File: src/rtl/eth_rx_field_sequencer_if.sv
// GMII receive side and parsed byte-stream side of the RX field sequencer.
// The slave modport belongs to the sequencer; the master drives GMII and observes.
interface eth_rx_field_sequencer_if #(
    parameter int CNT_W = 16
);
    logic [7:0]       gmii_rxd;
    logic             gmii_rx_dv;
    logic             gmii_rx_er;
    logic [7:0]       byte_o;
    logic             byte_valid_o;
    logic             sof_o;
    logic             dst_mac_en_o;
    logic             src_mac_en_o;
    logic             ethertype_en_o;
    logic             hdr_done_o;
    logic             payload_valid_o;
    logic             eof_o;
    logic             frame_err_o;
    logic [CNT_W-1:0] byte_cnt_o;

    modport slave (
        input  gmii_rxd, gmii_rx_dv, gmii_rx_er,
        output byte_o, byte_valid_o, sof_o,
        output dst_mac_en_o, src_mac_en_o, ethertype_en_o,
        output hdr_done_o, payload_valid_o, eof_o,
        output frame_err_o, byte_cnt_o
    );

    modport master (
        output gmii_rxd, gmii_rx_dv, gmii_rx_er,
        input  byte_o, byte_valid_o, sof_o,
        input  dst_mac_en_o, src_mac_en_o, ethertype_en_o,
        input  hdr_done_o, payload_valid_o, eof_o,
        input  frame_err_o, byte_cnt_o
    );
endinterface

File: src/rtl/eth_rx_field_sequencer.sv
// GMII RX front end: strips preamble/SFD, tracks frame offset and
// emits a registered byte stream with per-field enable strobes.
module eth_rx_field_sequencer #(
    parameter int PREAMBLE_MAX  = 7,
    parameter int MAX_FRAME_LEN = 1522,
    parameter int CNT_W         = 16
) (
    input logic clk,
    input logic rst,
    eth_rx_field_sequencer_if.slave bus
);
    localparam int PW = $clog2(PREAMBLE_MAX + 1);

    typedef enum logic [2:0] {
        IDLE, PREAMBLE, HEADER, PAYLOAD, DROP
    } state_t;

    state_t           state, state_n;
    logic [CNT_W-1:0] off, off_n;
    logic [CNT_W-1:0] cnt_n;
    logic [PW-1:0]    pre_cnt, pre_n;
    logic             armed;
    logic [7:0]       byte_n;
    logic             bv_n, sof_n, dst_n, src_n, et_n;
    logic             hd_n, pv_n, eof_n, err_n;

    logic       dv, er;
    logic [7:0] rxd;
    assign dv  = bus.gmii_rx_dv;
    assign er  = bus.gmii_rx_er;
    assign rxd = bus.gmii_rxd;

    always_comb begin
        state_n = state;
        off_n   = off;
        pre_n   = pre_cnt;
        cnt_n   = bus.byte_cnt_o;
        byte_n  = 8'h00;
        bv_n    = 1'b0;
        sof_n   = 1'b0;
        dst_n   = 1'b0;
        src_n   = 1'b0;
        et_n    = 1'b0;
        hd_n    = 1'b0;
        pv_n    = 1'b0;
        eof_n   = 1'b0;
        err_n   = 1'b0;
        unique case (state)
            IDLE: begin
                // armed stays low after reset until dv drops, so a frame
                // cut by reset is ignored instead of flagged
                if (dv && armed) begin
                    unique case (1'b1)
                        er: begin
                            state_n = DROP;
                            err_n   = 1'b1;
                        end
                        rxd == 8'h55: begin
                            state_n = PREAMBLE;
                            pre_n   = PW'(1);
                        end
                        rxd == 8'hD5: begin
                            state_n = HEADER;
                            off_n   = '0;
                            cnt_n   = '0;
                        end
                        default: begin
                            state_n = DROP;
                            err_n   = 1'b1;
                        end
                    endcase
                end
            end
            PREAMBLE: begin
                unique case (1'b1)
                    !dv: state_n = IDLE;
                    er: begin
                        state_n = DROP;
                        err_n   = 1'b1;
                    end
                    rxd == 8'h55: begin
                        if (pre_cnt == PW'(PREAMBLE_MAX)) begin
                            state_n = DROP;
                            err_n   = 1'b1;
                        end else begin
                            pre_n = pre_cnt + PW'(1);
                        end
                    end
                    rxd == 8'hD5: begin
                        state_n = HEADER;
                        off_n   = '0;
                        cnt_n   = '0;
                    end
                    default: begin
                        state_n = DROP;
                        err_n   = 1'b1;
                    end
                endcase
            end
            HEADER: begin
                unique case (1'b1)
                    !dv: begin
                        state_n = IDLE;
                        err_n   = 1'b1;
                        eof_n   = 1'b1;
                    end
                    er: begin
                        state_n = DROP;
                        err_n   = 1'b1;
                        eof_n   = 1'b1;
                    end
                    default: begin
                        byte_n = rxd;
                        bv_n   = 1'b1;
                        cnt_n  = off;
                        sof_n  = (off == '0);
                        dst_n  = (off < CNT_W'(6));
                        src_n  = (off >= CNT_W'(6)) && (off < CNT_W'(12));
                        et_n   = (off >= CNT_W'(12));
                        off_n  = off + CNT_W'(1);
                        if (off == CNT_W'(13)) begin
                            hd_n    = 1'b1;
                            state_n = PAYLOAD;
                        end
                    end
                endcase
            end
            PAYLOAD: begin
                unique case (1'b1)
                    !dv: begin
                        state_n = IDLE;
                        eof_n   = 1'b1;
                    end
                    er || (off >= CNT_W'(MAX_FRAME_LEN)): begin
                        state_n = DROP;
                        err_n   = 1'b1;
                        eof_n   = 1'b1;
                    end
                    default: begin
                        byte_n = rxd;
                        bv_n   = 1'b1;
                        pv_n   = 1'b1;
                        cnt_n  = off;
                        off_n  = off + CNT_W'(1);
                    end
                endcase
            end
            DROP: begin
                if (!dv) state_n = IDLE;
            end
            default: state_n = IDLE;
        endcase
    end

    always_ff @(posedge clk) begin
        if (rst) begin
            state               <= IDLE;
            off                 <= '0;
            pre_cnt             <= '0;
            armed               <= 1'b0;
            bus.byte_o          <= 8'h00;
            bus.byte_valid_o    <= 1'b0;
            bus.sof_o           <= 1'b0;
            bus.dst_mac_en_o    <= 1'b0;
            bus.src_mac_en_o    <= 1'b0;
            bus.ethertype_en_o  <= 1'b0;
            bus.hdr_done_o      <= 1'b0;
            bus.payload_valid_o <= 1'b0;
            bus.eof_o           <= 1'b0;
            bus.frame_err_o     <= 1'b0;
            bus.byte_cnt_o      <= '0;
        end else begin
            state               <= state_n;
            off                 <= off_n;
            pre_cnt             <= pre_n;
            armed               <= armed | ~dv;
            bus.byte_o          <= byte_n;
            bus.byte_valid_o    <= bv_n;
            bus.sof_o           <= sof_n;
            bus.dst_mac_en_o    <= dst_n;
            bus.src_mac_en_o    <= src_n;
            bus.ethertype_en_o  <= et_n;
            bus.hdr_done_o      <= hd_n;
            bus.payload_valid_o <= pv_n;
            bus.eof_o           <= eof_n;
            bus.frame_err_o     <= err_n;
            bus.byte_cnt_o      <= cnt_n;
        end
    end
endmodule

File: src/flat_wrapper.sv
// flat-port wrapper written by rule: the top's interface ports become plain ports
module eth_rx_field_sequencer_flat 
#(
    parameter int PREAMBLE_MAX  = 7,
    parameter int MAX_FRAME_LEN = 1522,
    parameter int CNT_W         = 16
)
  (clk, rst, bus_gmii_rxd, bus_gmii_rx_dv, bus_gmii_rx_er, bus_byte_o, bus_byte_valid_o, bus_sof_o, bus_dst_mac_en_o, bus_src_mac_en_o, bus_ethertype_en_o, bus_hdr_done_o, bus_payload_valid_o, bus_eof_o, bus_frame_err_o, bus_byte_cnt_o);
  eth_rx_field_sequencer_if #(.CNT_W(CNT_W)) bus_i ();
  input logic clk;
  input logic rst;
  input wire logic [$bits(bus_i.gmii_rxd)-1:0] bus_gmii_rxd;
  input wire logic [$bits(bus_i.gmii_rx_dv)-1:0] bus_gmii_rx_dv;
  input wire logic [$bits(bus_i.gmii_rx_er)-1:0] bus_gmii_rx_er;
  output wire logic [$bits(bus_i.byte_o)-1:0] bus_byte_o;
  output wire logic [$bits(bus_i.byte_valid_o)-1:0] bus_byte_valid_o;
  output wire logic [$bits(bus_i.sof_o)-1:0] bus_sof_o;
  output wire logic [$bits(bus_i.dst_mac_en_o)-1:0] bus_dst_mac_en_o;
  output wire logic [$bits(bus_i.src_mac_en_o)-1:0] bus_src_mac_en_o;
  output wire logic [$bits(bus_i.ethertype_en_o)-1:0] bus_ethertype_en_o;
  output wire logic [$bits(bus_i.hdr_done_o)-1:0] bus_hdr_done_o;
  output wire logic [$bits(bus_i.payload_valid_o)-1:0] bus_payload_valid_o;
  output wire logic [$bits(bus_i.eof_o)-1:0] bus_eof_o;
  output wire logic [$bits(bus_i.frame_err_o)-1:0] bus_frame_err_o;
  output wire logic [$bits(bus_i.byte_cnt_o)-1:0] bus_byte_cnt_o;
  assign bus_i.gmii_rxd = bus_gmii_rxd;
  assign bus_i.gmii_rx_dv = bus_gmii_rx_dv;
  assign bus_i.gmii_rx_er = bus_gmii_rx_er;
  assign bus_byte_o = bus_i.byte_o;
  assign bus_byte_valid_o = bus_i.byte_valid_o;
  assign bus_sof_o = bus_i.sof_o;
  assign bus_dst_mac_en_o = bus_i.dst_mac_en_o;
  assign bus_src_mac_en_o = bus_i.src_mac_en_o;
  assign bus_ethertype_en_o = bus_i.ethertype_en_o;
  assign bus_hdr_done_o = bus_i.hdr_done_o;
  assign bus_payload_valid_o = bus_i.payload_valid_o;
  assign bus_eof_o = bus_i.eof_o;
  assign bus_frame_err_o = bus_i.frame_err_o;
  assign bus_byte_cnt_o = bus_i.byte_cnt_o;
  eth_rx_field_sequencer #(.PREAMBLE_MAX(PREAMBLE_MAX), .MAX_FRAME_LEN(MAX_FRAME_LEN), .CNT_W(CNT_W)) u_core (.clk(clk), .rst(rst), .bus(bus_i));
endmodule
File: config.mk
export PLATFORM = sky130hd
export DESIGN_NAME = eth_rx_field_sequencer_flat
export DESIGN_NICKNAME = d
export VERILOG_FILES = /design/src/rtl/eth_rx_field_sequencer_if.sv /design/src/rtl/eth_rx_field_sequencer.sv /design/src/flat_wrapper.sv
export SDC_FILE = /design/constraint.sdc
export NUM_CORES = 1
export LEC_CHECK = 0
export ABC_CLOCK_PERIOD_IN_PS = 3200
export CORE_UTILIZATION = 46
export CTS_BUF_LIST = sky130_fd_sc_hd__clkbuf_2 sky130_fd_sc_hd__clkbuf_4 sky130_fd_sc_hd__clkbuf_8
export DETAILED_ROUTE_END_ITERATION = 10
export GPL_TIMING_DRIVEN = 0
export PLACE_DENSITY = 0.67
export SYNTH_ARGS = -nofsm -noshare
export SYNTH_HDL_FRONTEND = slang
export SYNTH_SLANG_ARGS = --single-unit
File: constraint.sdc
create_clock -name clk -period 3.2 [get_ports clk]
set_input_delay 0.48 -clock clk [delete_from_list [all_inputs] [get_ports clk]]
set_output_delay 0.48 -clock clk [all_outputs]
set_load 0.02 [all_outputs]
**Run 1: wiring by layer**

(3 px per um) Two of the layers only.
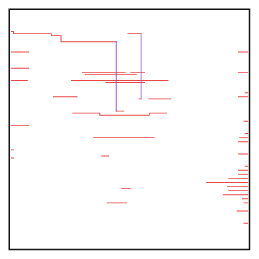
legend:
  red:
    layer: M3
    wire_length: 307 um
  purple:
    layer: M4
    wire_length: 44.9 um

**Run 1: clock nets**

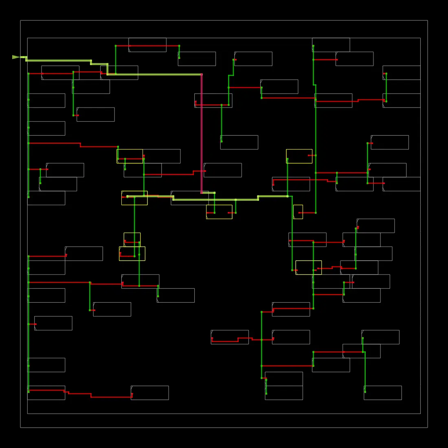
clock sink count: 56
TritonCTS Buffers: 5
Clock net power: 0.000411 W
clk_skew: 0.01031 ns
number of sequential cells: 56

**Run 1: pin map**

(4 px per um) Pins as bars across the die edge, other pins in grey.
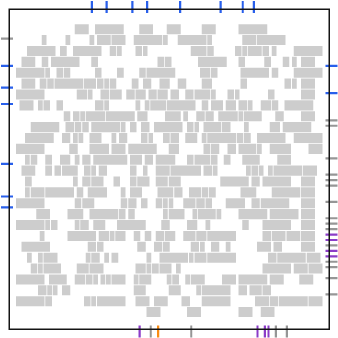
legend:
  purple:
    port: bus_gmii_rxd
    pins: 8
    direction: input
    edge: 4 bottom, 4 right
  blue:
    port: bus_byte_cnt_o
    pins: 16
    direction: output
    edge: 8 top, 6 left, 2 right
  orange:
    port: bus_gmii_rx_er
    pins: 1
    direction: input
    edge: bottom
all pins by edge: 21 right, 9 bottom, 8 top, 7 left

**Run 1: selected gate families**

(4 px per um)
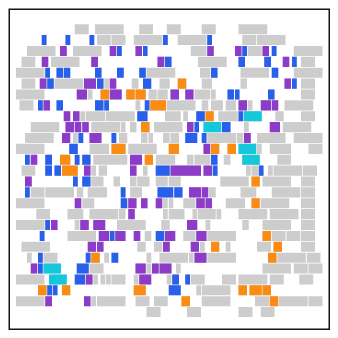
legend:
  purple:
    family: aoi and oai cells
    cells: 71
    most_used: a21oi_1
  blue:
    family: nand cells
    cells: 75
    most_used: nand2_1
    where: spread over the die
  cyan:
    family: fa/ha/maj cells
    cells: 6
    most_used: ha_1
  orange:
    family: and/or cells
    cells: 29
    most_used: and2_1
    where: spread over the die
Layout Cells excl Fill: 451
Top cell excl fill/tap: dfxtp_1

==> flow_metrics.py, run 1 <==
# Synthesis and PnR figures
metrics = {
    "min_path": {
        "hold_depth": 2,
        "whs_endpoint": "u_core.bus.byte_cnt_o[5]",
    },
    "floorplan": {
        "ios": 45,
        "die_h_um": 79.60,
        "core.rowCount": 27,
        "initial_core_util_pct": 49.10,
    },
    "placement": {
        "routabilityCongestion": 0.8799,
        "place_inst": 443,
    },
    "final_layout": {
        "antenna_cells": 0,
        "final-clk-cell-share_pct": 2.836,
        "clkbuf_count": 6,
        "drive_gt1_share_pct": 11.61,
        "fill_cells": 507,
        "final_area_sq_um": 3397,
        "bufAreaShareNonClock_pct": 17.42,
        "ff_latch_area_sq_um": 1121,
        "layout.nets": 396,
        "inv_count": 11,
    },
    "logic_synthesis": {
        "netlist_instances": 327,
        "topCombFamilyByArea": "simple AND/OR/NAND/NOR gates",
        "yosysTopAreaCellShare_pct": 40.47,
        "ys_sh_xor_pct": 0,
        "synth_dominant_cell_count": "dfxtp_1",
        "synthesis.nets": 345,
        "async_flop_share_pct": 0,
        "top_area_cell": "dfxtp_1",
        "top_cells_by_area": "dfxtp_1 (40%), a21oi_1 (5.6%), nand2_1 (5.0%)",
    },
    "route": {
        "wl_met3_um": 307,
        "routedLengthMet1_mm": 3.412,
        "vias": 2503,
        "wire_per_inst_um": 15.00,
        "wl_mm": 6.767,
    },
    "setup_path": {
        "regToRegEndpoint": "u_core.bus.byte_o[6]",
        "max_stage_delay_ns": 0.48,
        "cp.depth": 9,
        "start_kind": "input pin",
        "reg2reg_depth": 7,
        "startpoint": "bus_gmii_rxd[4]",
        "crit_type": "input pin to flop",
        "worstPathArrival_ns": 2.57,
        "path_cells": "clkdlybuf4s50_1 -> nor4bb_1 -> a31oi_1 -> a211o_1 -> a31o_1 -> buf_6 -> buf_6 -> nand2_1 -> a21oi_1",
        "rr_startpoint": "u_core.off[0]",
    },
    "pwr": {
        "seq-power_w": 0.000703,
        "p_int_w": 0.0009100,
        "p_total_w": 0.001189,
        "p_clk_share_pct": 34.6,
        "seqPwrFrac_pct": 59.1,
        "switchingPower_w": 0.0002793,
        "p_leak_nw": 1.229,
    },
    "cts": {
        "cts_buffer_depth": 2,
        "insertion_delay_ns": 0.31,
        "ctsResizeCount": 0,
    },
    "grt": {
        "grt_pass1_vias": 2348,
        "met3_usage_pct": 3.771,
    },
    "outcome": {
        "status": "complete, no violations",
    },
    "timing": {
        "layout_setup_ws_ns": 0.8068,
        "finalCritPeriodShare_pct": 74.79,
        "slew_headroom_pct": 60.91,
        "fin_crit_ns": 2.393,
    },
    "job": {
        "warnings": 29,
    },
}
## Run 2: what changed since run 1
ABC_CLOCK_PERIOD_IN_PS = 2100   (was 3200)
PLACE_DENSITY = 0.7   (was 0.67)
clock period = 2.1 ns   (was 3.2 ns; I/O delays follow)
**Run 2: selected gate families**

(4 px per um)
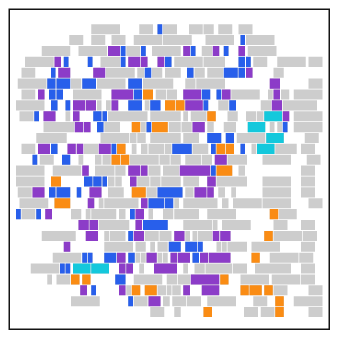
legend:
  orange:
    family: and/or cells
    cells: 29
    most_used: and2_1
  blue:
    family: nand cells
    cells: 75
    most_used: nand2_1
  cyan:
    family: fa/ha/maj cells
    cells: 6
    most_used: ha_1
  purple:
    family: aoi and oai cells
    cells: 71
    most_used: a21oi_1
Layout Cells excl Fill: 472
fraction of area in multi-input gates: 43.78%

==> run 2 against run 1 <==
  * The flow now finishes with violations (negative setup slack)
  * Register-to-register slack got worse by 1.0 ns
  * Die size unchanged
  * Clock-buffer cell count is the same
  * Synthesized cell count is the same
  * Clock skew down 0.0038 ns
  * Combinational power is 83% higher
  * Sequential cell count is the same
  * Sequential share of layout area is 3.7 points lower
  * Cell area up 14%
  * Critical path type is now flop to flop
==> flow_metrics.py, run 2 <==
# Synthesis and PnR figures
metrics = {
    "pwr": {
        "seq-power_w": 0.00107,
        "p_leak_nw": 1.416,
        "comb_power_share_pct": 7.7,
        "p_clk_w": 0.000578,
        "p_int_w": 0.001369,
        "p_clk_share_pct": 32.3,
        "switchingPower_w": 0.0004213,
        "p_total_w": 0.001790,
    },
    "route": {
        "wl_mm": 7.810,
        "vias": 2768,
        "routedLengthMet1_mm": 3.410,
        "wire_per_inst_um": 16.55,
    },
    "logic_synthesis": {
        "synth_dominant_cell_count": "dfxtp_1",
        "synthesis.nets": 345,
        "top_cells_by_area": "dfxtp_1 (40%), a21oi_1 (5.6%), nand2_1 (5.0%)",
        "async_flop_share_pct": 0,
        "synthAoiAreaFrac_pct": 19.33,
        "ys_sh_xor_pct": 0,
        "topCombFamilyByArea": "simple AND/OR/NAND/NOR gates",
        "netlist_instances": 327,
        "yosysTopAreaCellShare_pct": 40.47,
    },
    "grt": {
        "met3_usage_pct": 3.657,
        "grt_pass1_wl_mm": 11.94,
        "grt_pass1_vias": 2416,
    },
    "cts": {
        "root_buffer": "clkbuf_8",
        "ctsResizeCount": 32,
        "insertion_delay_ns": 0.31,
        "cts_buffers": 5,
        "cts.sinks": 56,
        "cts_buffer_depth": 2,
    },
    "setup_path": {
        "start_kind": "flop",
        "worstPathArrival_ns": 2.48,
        "startpoint": "u_core.off[14]",
        "cp.depth": 8,
        "regToRegEndpoint": "u_core.off[6]",
        "max_stage_delay_ns": 0.56,
        "crit_type": "flop to flop",
        "reg2reg_depth": 8,
        "path_cells": "or4_4 -> nor4b_4 -> nand2_4 -> buf_6 -> a31oi_4 -> buf_6 -> o22ai_2 -> a21o_1",
        "rr_startpoint": "u_core.off[14]",
    },
    "timing": {
        "skew_ns": 0.006564,
        "finalCritPeriodShare_pct": 108.3,
        "slew_headroom_pct": 55.95,
        "fin_crit_ns": 2.274,
        "setup_viol": 29,
        "layout_setup_ws_ns": -0.1744,
        "fmax_mhz": 439.7,
    },
    "final_layout": {
        "antenna_cells": 0,
        "inv_count": 11,
        "bufAreaShareNonClock_pct": 21.42,
        "final-clk-cell-share_pct": 2.094,
        "ff_count": 56,
        "clkbuf_count": 6,
        "drive_gt1_share_pct": 28.00,
        "layout.nets": 418,
        "fill_cells": 428,
        "nNonClkBuffers": 91,
        "final_area_sq_um": 3884,
        "lay_top_count": "dfxtp_1",
        "ff_latch_area_sq_um": 1136,
    },
    "outcome": {
        "status": "finished with violations",
        "violations": "negative setup slack",
    },
    "min_path": {
        "hold_depth": 2,
        "whs_endpoint": "u_core.bus.byte_o[4]",
    },
    "placement": {
        "routabilityCongestion": 0.8905,
        "place_inst": 443,
        "io_buffer_count": 44,
    },
    "floorplan": {
        "die_h_um": 79.60,
        "core.rowCount": 27,
        "ios": 45,
        "initial_core_util_pct": 49.10,
    },
    "job": {
        "warnings": 31,
    },
}
## Run 3: what changed since run 2
PLACE_DENSITY = default   (was 0.7)
PLACE_DENSITY_LB_ADDON = 0.2   (was default)
SLEW_MARGIN = 0   (was default)
**Run 3: routed clock nets over the placement**

(6 px per um)
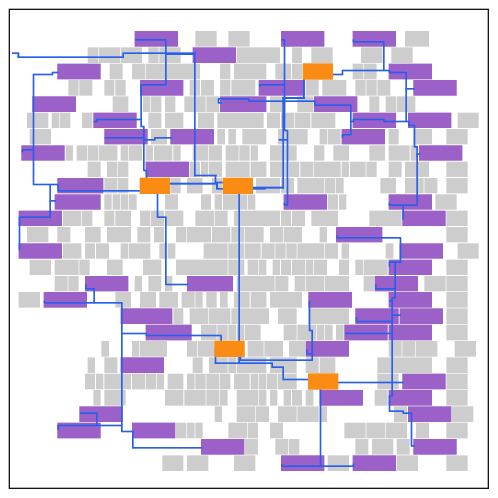
legend:
  purple:
    item: flip-flops
    count: 56
  blue:
    item: clock wires
    length: 677 um
  orange:
    item: clock-net drivers
    count: 5
flops lie: spread over the die
routed clock nets: 6
worst skew pair latency: 0.32 ns
clk_skew: 0.008008 ns
clock group share of total power: 34.7%
Clock net power: 0.000637 W

==> run 3 against run 2 <==
  * The run still ends with negative setup slack left
  * Non-clock buffer count decreased by 10
  * Sequential share of layout area increased by 1.2 points
  * Sequential cell count unchanged
  * Hold slack improved by 0.19 ns
  * Critical endpoint is now u_core.bus.byte_cnt_o[7]
  * Largest cell class unchanged
==> flow_metrics.py, run 3 <==
# Synthesis and PnR figures
metrics = {
    "cts": {
        "ctsResizeCount": 15,
        "root_buffer": "clkbuf_8",
        "cts_setup_buffers": 8,
        "cts_tree": "yes",
        "cts_max_level": 2,
        "clk_pin_slew_ns": 0.10,
        "cts_buffers": 5,
        "hold_buffers": 0,
        "cts.sinks": 56,
        "cts_buffer_depth": 2,
    },
    "setup_path": {
        "cp.depth": 8,
        "critPathBufInv": 2,
        "rr_startpoint": "u_core.off[14]",
        "critPathSlowestCell": "or4_4",
        "worstPathArrival_ns": 2.35,
        "reg2reg_slack_ns": -0.06,
        "crit_family": "simple AND/OR/NAND/NOR gates",
        "cp.required_ns": 2.30,
        "reg2reg_depth": 8,
        "crit_type": "flop to flop",
        "max_stage_delay_ns": 0.57,
        "path_cells": "or4_4 -> nor4b_4 -> nand2_4 -> a31o_1 -> buf_6 -> clkbuf_16 -> nand2_2 -> a21oi_1",
        "regToRegEndpoint": "u_core.bus.byte_cnt_o[7]",
        "start_kind": "flop",
        "crit_path_end_kind": "flop",
        "crit_path_max_fanout": 7,
        "startpoint": "u_core.off[14]",
    },
    "final_layout": {
        "final_cell_mix": "dfxtp_1 (48), clkdlybuf4s50_1 (44), nand2_1 (23), a21oi_1 (23), nand3_1 (21)",
        "instances_no_fill": 463,
        "layout.nets": 408,
        "comb_area_share_pct": 43.71,
        "ff_count": 56,
        "seq_area_share_pct": 30.41,
        "nNonClkBuffers": 81,
        "antenna_cells": 0,
        "bufAreaShareNonClock_pct": 19.74,
        "fill_cells": 438,
        "top_area_cell_class": "logic gates",
        "top_regs": "u_core.bus.byte_cnt_o (16), u_core.off (16), u_core.bus.byte_o (8)",
        "comb.multi_input.count": 235,
        "ff_latch_area_sq_um": 1134,
        "final-clk-cell-share_pct": 2.618,
        "lay_top_count": "dfxtp_1",
        "final_area_sq_um": 3727,
        "clkbuf_count": 7,
        "synthToLayoutAreaGrowth_pct": 34.55,
        "drive_gt1_share_pct": 25.32,
        "inv_count": 11,
    },
    "placement": {
        "dp_slack_ns": -0.4114,
        "io_buffer_count": 44,
        "placed_area_sq_um": 3301,
        "routabilityCongestion": 0.8798,
        "place_inst": 443,
    },
    "floorplan": {
        "ios": 45,
        "die_h_um": 79.60,
        "core.rowCount": 27,
        "core_sq_um": 5642,
        "initial_core_util_pct": 49.10,
        "num_tap_cells": 72,
        "dieArea_sq_um": 6336,
    },
    "route": {
        "highest_layer": "met4",
        "vias": 2621,
        "routedLengthMet1_mm": 3.156,
        "wire_per_inst_um": 15.48,
        "dr.pass1.iters": 5,
        "wl_met2_mm": 3.369,
        "wl_met3_um": 526,
        "ant_nets": 0,
        "wl_mm": 7.165,
    },
    "timing": {
        "rsz0062_at_grt": "true",
        "slew_headroom_pct": 57.97,
        "fmax_mhz": 464.0,
        "finalCritPeriodShare_pct": 102.6,
        "hold_viol": 0,
        "layout_setup_ws_ns": -0.05515,
        "timing.hold.ws_ns": 0.4595,
        "setup_viol": 25,
        "fin_crit_ns": 2.155,
    },
    "pwr": {
        "irDropWorstVdd_v": 0.0003952,
        "p_total_w": 0.001838,
        "switchingPower_w": 0.0004323,
        "seqPwrFrac_pct": 58.2,
        "power_leader": "sequential cells",
        "comb_power_share_pct": 7.2,
        "pg_comb_w": 0.000131,
        "p_leak_nw": 1.345,
        "sw_frac_of_total_pct": 23.52,
        "seq-power_w": 0.00107,
        "p_int_w": 0.001406,
    },
    "logic_synthesis": {
        "yosysTopAreaCellShare_pct": 40.47,
        "ys_sh_xor_pct": 0,
        "top_cells_by_area": "dfxtp_1 (40%), a21oi_1 (5.6%), nand2_1 (5.0%)",
        "synth_seq_share_pct": 40.47,
        "async_flop_share_pct": 0,
        "ys_sh_adder_pct": 2.710,
        "top_cells_by_count": "dfxtp_1 (56), nand2_1 (37), a21oi_1 (31), nand3_1 (22), nor2_1 (18)",
        "topCombFamilyByArea": "simple AND/OR/NAND/NOR gates",
        "synth_dominant_cell_count": "dfxtp_1",
        "ys.flops": 56,
        "ys.flop_type": "dfxtp_1",
        "synthAoiAreaFrac_pct": 19.33,
        "simple_gate_share_pct": 29.04,
        "synthesis.nets": 345,
        "ys_warn_count": 0,
        "syn_avg_cell_area_sq_um": 8.471,
        "muxShareOfSynthArea_pct": 1.491,
        "synth_chip_area_sq_um": 2770,
        "top_area_cell": "dfxtp_1",
        "ys_cells": 327,
        "netlist_instances": 327,
    },
    "grt": {
        "antenna_found_initial": 0,
        "grt_pass1_wl_mm": 11.11,
        "grt_max_degree": 17,
        "grt_pass1_vias": 2330,
        "grt.busiest_layer": "met2",
        "met3_usage_pct": 4.343,
    },
    "min_path": {
        "whs_endpoint": "u_core.bus.byte_cnt_o[10]",
        "min_from": "u_core.bus.byte_cnt_o[10]",
        "hold_path.class": "flop to flop",
        "hold_depth": 2,
    },
    "outcome": {
        "status": "finished with violations",
        "violations": "negative setup slack",
    },
    "job": {
        "cap_viol_max_count": 0,
        "warnings": 31,
    },
}
Power and IR drop assume default switching activity.
